### Drive-strength map

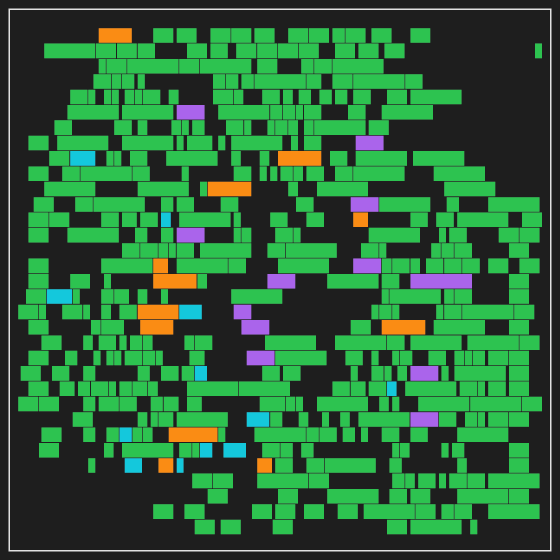
### Routed metal per tile

The bar under the picture is 20 um long. The die is cut into 19 by 19 equal tiles; dark blue is low, red is high, scaled to the fullest tile. Values are wire area over tile area, all layers added.
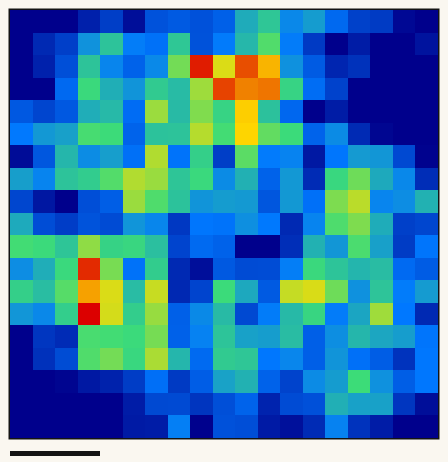
### config.mk
export PLATFORM = sky130hd
export DESIGN_NAME = multicycle_control_fsm_flat
export DESIGN_NICKNAME = d
export VERILOG_FILES = /design/src/rtl/multicycle_control_fsm_if.sv /design/src/rtl/multicycle_control_fsm.sv /design/src/flat_wrapper.sv
export SDC_FILE = /design/constraint.sdc
export NUM_CORES = 1
export LEC_CHECK = 0
export CORE_UTILIZATION = 40
export DETAILED_ROUTE_END_ITERATION = 8
export PLACE_DENSITY = 0.74
export SLEW_MARGIN = 20
export SYNTH_ARGS = -nofsm -noshare
export SYNTH_HDL_FRONTEND = slang
export SYNTH_SLANG_ARGS = --single-unit
### constraint.sdc
create_clock -name clk -period 5.8 [get_ports clk]
set_input_delay 0.87 -clock clk [delete_from_list [all_inputs] [get_ports clk]]
set_output_delay 0.87 -clock clk [all_outputs]
set_load 0.02 [all_outputs]
### src/rtl/multicycle_control_fsm_if.sv
// Control bundle between the RV32I multicycle sequencer and its datapath.
// Latency: n/a (wires only); the sequencer drives strobes combinationally from its state.
// Backpressure: mem_ready from memory stalls the sequencer in fetch and memory-access steps.
//
// Ports (master = sequencer, slave = datapath/memory side):
//   opcode, bcond, halt_cond, mem_ready           -> into the sequencer
//   mem_read, mem_write, i_or_d, ir_write,        <- memory / IR strobes
//   reg_write, wb_sel, alu_src_a, alu_src_b,      <- register file and ALU selects
//   alu_op_sel, pc_write, pc_source               <- ALU mode and PC update
//   instr_done, is_halted, cycle_count, inst_count<- status and performance counters
interface multicycle_control_fsm_if #(
  parameter int CNT_WIDTH = 32
);
  logic [6:0]           opcode;
  logic                 bcond;
  logic                 halt_cond;
  logic                 mem_ready;

  logic                 mem_read;
  logic                 mem_write;
  logic                 i_or_d;
  logic                 ir_write;
  logic                 reg_write;
  logic [1:0]           wb_sel;
  logic                 alu_src_a;
  logic [1:0]           alu_src_b;
  logic                 alu_op_sel;
  logic                 pc_write;
  logic [1:0]           pc_source;
  logic                 instr_done;
  logic                 is_halted;
  logic [CNT_WIDTH-1:0] cycle_count;
  logic [CNT_WIDTH-1:0] inst_count;

  modport master (
    input  opcode, bcond, halt_cond, mem_ready,
    output mem_read, mem_write, i_or_d, ir_write, reg_write, wb_sel,
           alu_src_a, alu_src_b, alu_op_sel, pc_write, pc_source,
           instr_done, is_halted, cycle_count, inst_count
  );

  modport slave (
    output opcode, bcond, halt_cond, mem_ready,
    input  mem_read, mem_write, i_or_d, ir_write, reg_write, wb_sel,
           alu_src_a, alu_src_b, alu_op_sel, pc_write, pc_source,
           instr_done, is_halted, cycle_count, inst_count
  );
endinterface

### src/rtl/multicycle_control_fsm.sv
// Main IF/ID/EX/MEM/WB sequencer for the RV32I multicycle core; drives every datapath strobe.
// Latency: 2-5 cycles per instruction with mem_ready high; strobes are combinational from state.
// Backpressure: each mem_ready=0 cycle in IF or MEM holds the state and adds one cycle.
//
// Ports:
//   clk    - rising-edge clock
//   reset  - asynchronous, active-high; forces IF, clears counters and masks all outputs
//   bus    - multicycle_control_fsm_if.master: decode inputs, datapath strobes, counters
module multicycle_control_fsm #(
  parameter int CNT_WIDTH = 32
) (
  input  logic                     clk,
  input  logic                     reset,
  multicycle_control_fsm_if.master bus
);

  typedef enum logic [2:0] {
    S_IF   = 3'd0,
    S_ID   = 3'd1,
    S_EX   = 3'd2,
    S_MEM  = 3'd3,
    S_WB   = 3'd4,
    S_HALT = 3'd5
  } state_t;

  localparam logic [6:0] OP_R      = 7'b0110011;
  localparam logic [6:0] OP_I      = 7'b0010011;
  localparam logic [6:0] OP_LOAD   = 7'b0000011;
  localparam logic [6:0] OP_STORE  = 7'b0100011;
  localparam logic [6:0] OP_BRANCH = 7'b1100011;
  localparam logic [6:0] OP_JALR   = 7'b1100111;
  localparam logic [6:0] OP_JAL    = 7'b1101111;
  localparam logic [6:0] OP_ECALL  = 7'b1110011;

  localparam logic [1:0] WB_ALU  = 2'd0;
  localparam logic [1:0] WB_MDR  = 2'd1;
  localparam logic [1:0] WB_PC4  = 2'd2;
  localparam logic [1:0] SRCB_RS2 = 2'd0;
  localparam logic [1:0] SRCB_IMM = 2'd2;
  localparam logic [1:0] PC_PLUS4 = 2'd0;
  localparam logic [1:0] PC_IMM   = 2'd1;
  localparam logic [1:0] PC_ALU   = 2'd2;

  typedef struct packed {
    logic       mem_read;
    logic       mem_write;
    logic       i_or_d;
    logic       ir_write;
    logic       reg_write;
    logic [1:0] wb_sel;
    logic       alu_src_a;
    logic [1:0] alu_src_b;
    logic       alu_op_sel;
    logic       pc_write;
    logic [1:0] pc_source;
    logic       instr_done;
    logic       is_halted;
  } ctrl_t;

  state_t               state;
  state_t               state_nxt;
  ctrl_t                ctrl;
  logic [CNT_WIDTH-1:0] cycle_q;
  logic [CNT_WIDTH-1:0] inst_q;

  always_comb begin
    ctrl      = '0;
    state_nxt = state;
    case (state)
      S_IF: begin
        ctrl.mem_read = 1'b1;
        if (bus.mem_ready) begin
          ctrl.ir_write = 1'b1;
          state_nxt     = S_ID;
        end
      end
      S_ID: begin
        case (bus.opcode)
          OP_ECALL: begin
            if (bus.halt_cond) begin
              state_nxt = S_HALT;
            end else begin
              ctrl.pc_write   = 1'b1;
              ctrl.pc_source  = PC_PLUS4;
              ctrl.instr_done = 1'b1;
              state_nxt       = S_IF;
            end
          end
          OP_JAL: begin
            ctrl.reg_write  = 1'b1;
            ctrl.wb_sel     = WB_PC4;
            ctrl.pc_write   = 1'b1;
            ctrl.pc_source  = PC_IMM;
            ctrl.instr_done = 1'b1;
            state_nxt       = S_IF;
          end
          OP_R, OP_I, OP_LOAD, OP_STORE, OP_BRANCH, OP_JALR: begin
            state_nxt = S_EX;
          end
          default: begin
            // Unrecognised opcodes retire as a NOP.
            ctrl.pc_write   = 1'b1;
            ctrl.pc_source  = PC_PLUS4;
            ctrl.instr_done = 1'b1;
            state_nxt       = S_IF;
          end
        endcase
      end
      S_EX: begin
        ctrl.alu_op_sel = 1'b1;
        ctrl.alu_src_b  = (bus.opcode == OP_R || bus.opcode == OP_BRANCH) ? SRCB_RS2 : SRCB_IMM;
        case (bus.opcode)
          OP_BRANCH: begin
            ctrl.pc_write   = 1'b1;
            ctrl.pc_source  = bus.bcond ? PC_IMM : PC_PLUS4;
            ctrl.instr_done = 1'b1;
            state_nxt       = S_IF;
          end
          OP_JALR: begin
            // rd gets PC+4 of the old PC while PC loads the ALU target in the same edge.
            ctrl.reg_write  = 1'b1;
            ctrl.wb_sel     = WB_PC4;
            ctrl.pc_write   = 1'b1;
            ctrl.pc_source  = PC_ALU;
            ctrl.instr_done = 1'b1;
            state_nxt       = S_IF;
          end
          OP_LOAD, OP_STORE: state_nxt = S_MEM;
          OP_R, OP_I:        state_nxt = S_WB;
          default:           state_nxt = S_IF;
        endcase
      end
      S_MEM: begin
        ctrl.i_or_d = 1'b1;
        if (bus.opcode == OP_LOAD) begin
          ctrl.mem_read = 1'b1;
          if (bus.mem_ready) state_nxt = S_WB;
        end else if (bus.opcode == OP_STORE) begin
          ctrl.mem_write = 1'b1;
          if (bus.mem_ready) begin
            ctrl.pc_write   = 1'b1;
            ctrl.pc_source  = PC_PLUS4;
            ctrl.instr_done = 1'b1;
            state_nxt       = S_IF;
          end
        end else begin
          state_nxt = S_IF;
        end
      end
      S_WB: begin
        ctrl.reg_write  = 1'b1;
        ctrl.wb_sel     = (bus.opcode == OP_LOAD) ? WB_MDR : WB_ALU;
        ctrl.pc_write   = 1'b1;
        ctrl.pc_source  = PC_PLUS4;
        ctrl.instr_done = 1'b1;
        state_nxt       = S_IF;
      end
      S_HALT: begin
        ctrl.is_halted = 1'b1;
      end
      default: begin
        state_nxt = S_IF;
      end
    endcase
    // State is already IF during reset, but every strobe (including IF's mem_read) must be masked.
    if (reset) begin
      ctrl = '0;
    end
  end

  always_ff @(posedge clk or posedge reset) begin
    if (reset) begin
      state   <= S_IF;
      cycle_q <= '0;
      inst_q  <= '0;
    end else begin
      state <= state_nxt;
      // Counts the edge that enters HALT, then freezes.
      if (state != S_HALT) begin
        cycle_q <= cycle_q + CNT_WIDTH'(1);
      end
      if (ctrl.instr_done) begin
        inst_q <= inst_q + CNT_WIDTH'(1);
      end
    end
  end

  assign bus.mem_read    = ctrl.mem_read;
  assign bus.mem_write   = ctrl.mem_write;
  assign bus.i_or_d      = ctrl.i_or_d;
  assign bus.ir_write    = ctrl.ir_write;
  assign bus.reg_write   = ctrl.reg_write;
  assign bus.wb_sel      = ctrl.wb_sel;
  assign bus.alu_src_a   = ctrl.alu_src_a;
  assign bus.alu_src_b   = ctrl.alu_src_b;
  assign bus.alu_op_sel  = ctrl.alu_op_sel;
  assign bus.pc_write    = ctrl.pc_write;
  assign bus.pc_source   = ctrl.pc_source;
  assign bus.instr_done  = ctrl.instr_done;
  assign bus.is_halted   = ctrl.is_halted;
  assign bus.cycle_count = cycle_q;
  assign bus.inst_count  = inst_q;

endmodule

### src/flat_wrapper.sv
// flat-port wrapper written by rule: the top's interface ports become plain ports
module multicycle_control_fsm_flat 
#(
  parameter int CNT_WIDTH = 32
)
  (clk, reset, bus_opcode, bus_bcond, bus_halt_cond, bus_mem_ready, bus_mem_read, bus_mem_write, bus_i_or_d, bus_ir_write, bus_reg_write, bus_wb_sel, bus_alu_src_a, bus_alu_src_b, bus_alu_op_sel, bus_pc_write, bus_pc_source, bus_instr_done, bus_is_halted, bus_cycle_count, bus_inst_count);
  multicycle_control_fsm_if #(.CNT_WIDTH(CNT_WIDTH)) bus_i ();
  input  logic clk;
  input  logic reset;
  input wire logic [$bits(bus_i.opcode)-1:0] bus_opcode;
  input wire logic [$bits(bus_i.bcond)-1:0] bus_bcond;
  input wire logic [$bits(bus_i.halt_cond)-1:0] bus_halt_cond;
  input wire logic [$bits(bus_i.mem_ready)-1:0] bus_mem_ready;
  output wire logic [$bits(bus_i.mem_read)-1:0] bus_mem_read;
  output wire logic [$bits(bus_i.mem_write)-1:0] bus_mem_write;
  output wire logic [$bits(bus_i.i_or_d)-1:0] bus_i_or_d;
  output wire logic [$bits(bus_i.ir_write)-1:0] bus_ir_write;
  output wire logic [$bits(bus_i.reg_write)-1:0] bus_reg_write;
  output wire logic [$bits(bus_i.wb_sel)-1:0] bus_wb_sel;
  output wire logic [$bits(bus_i.alu_src_a)-1:0] bus_alu_src_a;
  output wire logic [$bits(bus_i.alu_src_b)-1:0] bus_alu_src_b;
  output wire logic [$bits(bus_i.alu_op_sel)-1:0] bus_alu_op_sel;
  output wire logic [$bits(bus_i.pc_write)-1:0] bus_pc_write;
  output wire logic [$bits(bus_i.pc_source)-1:0] bus_pc_source;
  output wire logic [$bits(bus_i.instr_done)-1:0] bus_instr_done;
  output wire logic [$bits(bus_i.is_halted)-1:0] bus_is_halted;
  output wire logic [$bits(bus_i.cycle_count)-1:0] bus_cycle_count;
  output wire logic [$bits(bus_i.inst_count)-1:0] bus_inst_count;
  assign bus_i.opcode = bus_opcode;
  assign bus_i.bcond = bus_bcond;
  assign bus_i.halt_cond = bus_halt_cond;
  assign bus_i.mem_ready = bus_mem_ready;
  assign bus_mem_read = bus_i.mem_read;
  assign bus_mem_write = bus_i.mem_write;
  assign bus_i_or_d = bus_i.i_or_d;
  assign bus_ir_write = bus_i.ir_write;
  assign bus_reg_write = bus_i.reg_write;
  assign bus_wb_sel = bus_i.wb_sel;
  assign bus_alu_src_a = bus_i.alu_src_a;
  assign bus_alu_src_b = bus_i.alu_src_b;
  assign bus_alu_op_sel = bus_i.alu_op_sel;
  assign bus_pc_write = bus_i.pc_write;
  assign bus_pc_source = bus_i.pc_source;
  assign bus_instr_done = bus_i.instr_done;
  assign bus_is_halted = bus_i.is_halted;
  assign bus_cycle_count = bus_i.cycle_count;
  assign bus_inst_count = bus_i.inst_count;
  multicycle_control_fsm #(.CNT_WIDTH(CNT_WIDTH)) u_core (.clk(clk), .reset(reset), .bus(bus_i));
endmodule
==> results_slide.txt <==
Physical Implementation Snapshot

Yosys
  – Seq share, synth: a little under half
  – Top-area cell share: between 40% and 50%
  – Synth Register Bits: roughly 67
  – Most common cell in the synthesized netlist: dfrtp_1
  – Area leader, netlist: dfrtp_1
  – Cell area after synthesis: roughly 3500 um2
  – Top cells by count, synth: dfrtp_1 (67), xnor2_1 (34), xor2_1 (29)
  – Area fraction in compound gates: 4.35%
  – Syn Area/Cell: around 11 um2
  – Ys async rst share: 100%
  – Comb area leader: simple AND/OR/NAND/NOR gates
  – Xor/xnor share: ~16%
  – Yosys Warn Count: 0

Global route
  – M3 GR Usage: 3.91%
  – Gr busiest metal: met2
  – M1 GR Usage: between 20% and 30%
  – Antenna violations before repair: 0
  – Global route total overflow: 0
  – Vias in the first global route: between 2k and 3k
  – GRT Util Overall: about a fifth
  – Largest net degree at the start of global routing: a little under 70

CTS
  – Clk buf depth: 2
  – CTS resizes: 0
  – Latency at later pin: 340 ps
  – Clock Sinks: roughly 67

Routing
  – Via density: 5.16
  – Via count: 2767
  – Routed met2 length: around 3900 um
  – Antenna Nets Post-Route: 0
  – First-pass DRT Iterations: 4

STA
  – Final worst slack: ~1300 ps
  – Setup TNS: 0 ps
  – Hold Vio Cnt, Final: 0
  – Hold Slack: about 480 ps
  – Final min period: roughly 4500 ps
  – Final setup vio count: 0

Setup path
  – Crit-path max FO: 14
  – Crit path capture: bus_pc_write
  – Reg2reg setup slack: 3270 ps
  – CP peak stage delay: 680 ps
  – CP startpoint: bus_opcode[5]
  – Crit-path cells: clkdlybuf4s50_1 -> nand2_1 -> nor4b_1 -> a41o_2 -> nor3_4 -> buf_4 -> inv_1 -> clkdlybuf4s50_1
  – Crit path DAT: 3640 ps
  – Critical R2R Capture: u_core.bus.inst_count[31]$_DFFE_PP0P_
  – CP Data Required Time: roughly 5000 ps
  – Largest delay share family, worst path: buffers and inverters
  – Slowest CP cell: clkdlybuf4s50_1

Layout
  – Final clock-cell share: under 10%
  – Top Layout Cells: clkdlybuf4s50_1 (89), dfrtp_1 (67), xnor2_1 (34)
  – Repair and plain buffers: 91
  – Comb/total area: 36.9%
  – Layout Nets: ~440
  – Antenna cells: 0
  – MI comb cells: between 200 and 250
  – Final design instance area without fill: between 4000 and 5000 um2
  – Reg area: roughly 1700 um2
  – Most used logic cell in the final layout: clkdlybuf4s50_1

Run status
  – Status: completed

Worst hold path
  – Hold Crit Depth: 1
  – Worst Hold Class: flip-flop to flip-flop

Place
  – Post-DP HPWL: 5830 um
  – GP Congestion: around 0.86

Pwr
  – P per Cell Area: ~270 nW/um2
  – Pwr Total: between 1 and 1.5 mW
  – Top Consumer: sequential cells
  – Maximum vdd drop: about 0.16 mV

Die
  – Die Y: 95.6 um
  – # Taps: around 110

Flow run
  – Total tool warning count: 26
-- 'Drive-strength map' (at the start) --
[x3 and x4] orange | cells: 12
[x1 and smaller] green | cells: 395
[x6 and larger] purple | cells: 12
[x2] cyan | cells: 12

-- 'Routed metal per tile' (at the start) --
mean over tiles: 0.14
fullest tile: 0.49
emptiest ninth of the die: upper right
nearly empty tiles: 14%
densest ninth of the die: top centre
tiles over half the peak: 15%

Power figures rest on the tool's default switching activity, not on a simulated workload.
